==> config.mk <==
export PLATFORM = sky130hd
export DESIGN_NAME = adc_sampler
export DESIGN_NICKNAME = d
export VERILOG_FILES = /design/src/rtl/adc_pkg.sv /design/src/rtl/rate_divider.sv /design/src/rtl/adc_sampler.sv
export SDC_FILE = /design/constraint.sdc
export NUM_CORES = 1
export LEC_CHECK = 0
export CORE_ASPECT_RATIO = 1.1
export CORE_UTILIZATION = 44
export CTS_CLUSTER_DIAMETER = 200
export DETAILED_ROUTE_END_ITERATION = 16
export MAX_ROUTING_LAYER = met4
export PLACE_DENSITY = 0.74
export SYNTH_ARGS = -nofsm -noshare
export SYNTH_HDL_FRONTEND = slang
export SYNTH_SLANG_ARGS = --single-unit
export TNS_END_PERCENT = 20
==> constraint.sdc <==
create_clock -name sysclk -period 1.45 [get_ports sysclk]
set_input_delay 0.29 -clock sysclk [delete_from_list [all_inputs] [get_ports sysclk]]
set_output_delay 0.29 -clock sysclk [all_outputs]
set_load 0.005 [all_outputs]
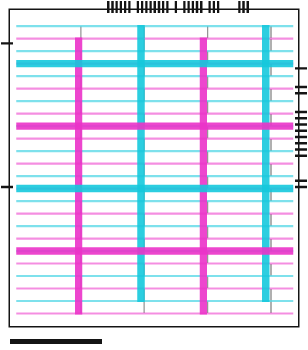
(PDN straps and rails)
The bar under the picture is 20 um long. Pins as bars on the die edge. Tap cells in gray.
legend:
  magenta:
    net: VSS
  cyan:
    net: VDD
signal pins: 41
met1 rails: 24
tap cells: 50
Die X: 62.7 um
die height: 68.8 um
peak supply drop: 0.629 mV
Core ar.: 0.00377 mm2

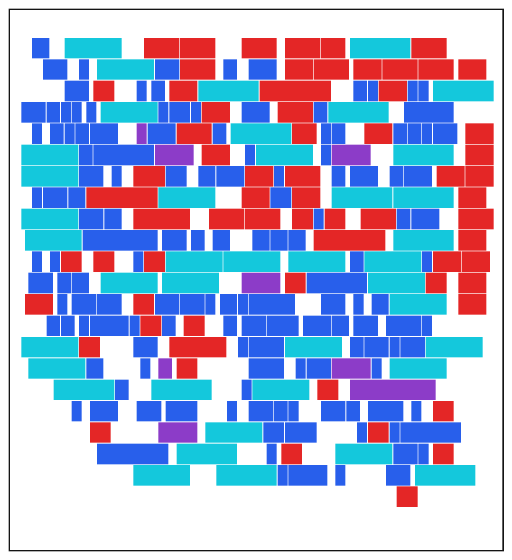
(placement by cell class)
legend:
  red:
    class: other buffers and delay cells
    cells: 66
  blue:
    class: all other logic
    cells: 142
  purple:
    class: clock drivers and dummy loads
    cells: 8
  cyan:
    class: flip-flops
    cells: 40
row cnt: 23
fin util: 71.9%

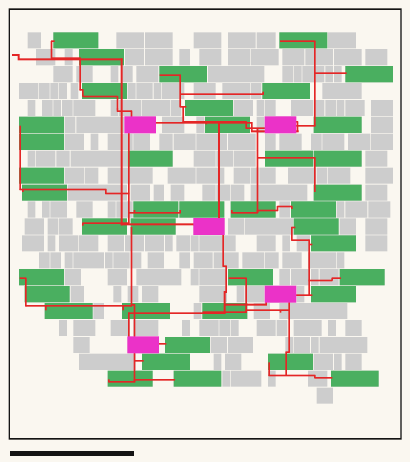
(clock distribution)
The bar under the picture is 20 um long.
legend:
  red:
    item: clock wires
    length: 496 um
  green:
    item: flip-flops
    count: 40
  magenta:
    item: cells driving clock nets
    count: 5
flops lie: spread over the die
clk latency late pin: 0.29 ns
clock power share: 41.3%
Layout Skew: 0.00831 ns
Clock Power: 0.000890 W

==> results.json <==
{
  "clock_buffers": 6,
  "cts_sinks": 40,
  "viasPerCell": 4.97,
  "slowest_stage": "dfxtp_2",
  "cp_num_cells": 7,
  "routedLengthMet1_um": 1690,
  "rsz0062_at_grt": "yes",
  "final.setup.worst_slack_ns": -0.0380,
  "wl_met2_um": 2060,
  "cp.buffers_inverters": 2,
  "critPathLaunchType": "register",
  "buffer_area_share_pct": 26.4,
  "fin_area_mm2": 0.00271,
  "intPower_w": 0.00170,
  "nets": 274,
  "end_kind": "register",
  "final_cells": 306,
  "critPathTopFamily": "flip-flops",
  "cts-root-buf": "clkbuf_8",
  "die-area_mm2": 0.00431,
  "routabilityCongestion": 0.754,
  "path_cells": "ha_4 -> and4b_4 -> a311oi_4 -> buf_6 -> clkbuf_16 -> nand3_1 -> o21ai_0",
  "status": "finished, violations left",
  "setup_violations": 17,
  "max_stage_delay_ns": 0.34,
  "topCombFamilyByArea": "simple AND/OR/NAND/NOR gates",
  "violations": "setup timing",
  "fin_crit_ns": 1.49,
  "combPwrFrac_pct": 7.1,
  "grt_max_degree": 25,
  "portBuffers": 40,
  "top_area_share_pct": 44.9,
  "ys_cells": 198,
  "clockBufferDepth": 2,
  "aoi_share_pct": 10.6,
  "grt_pass1_wl_um": 5580
}
Power figures rest on the tool's default switching activity, not on a simulated workload.
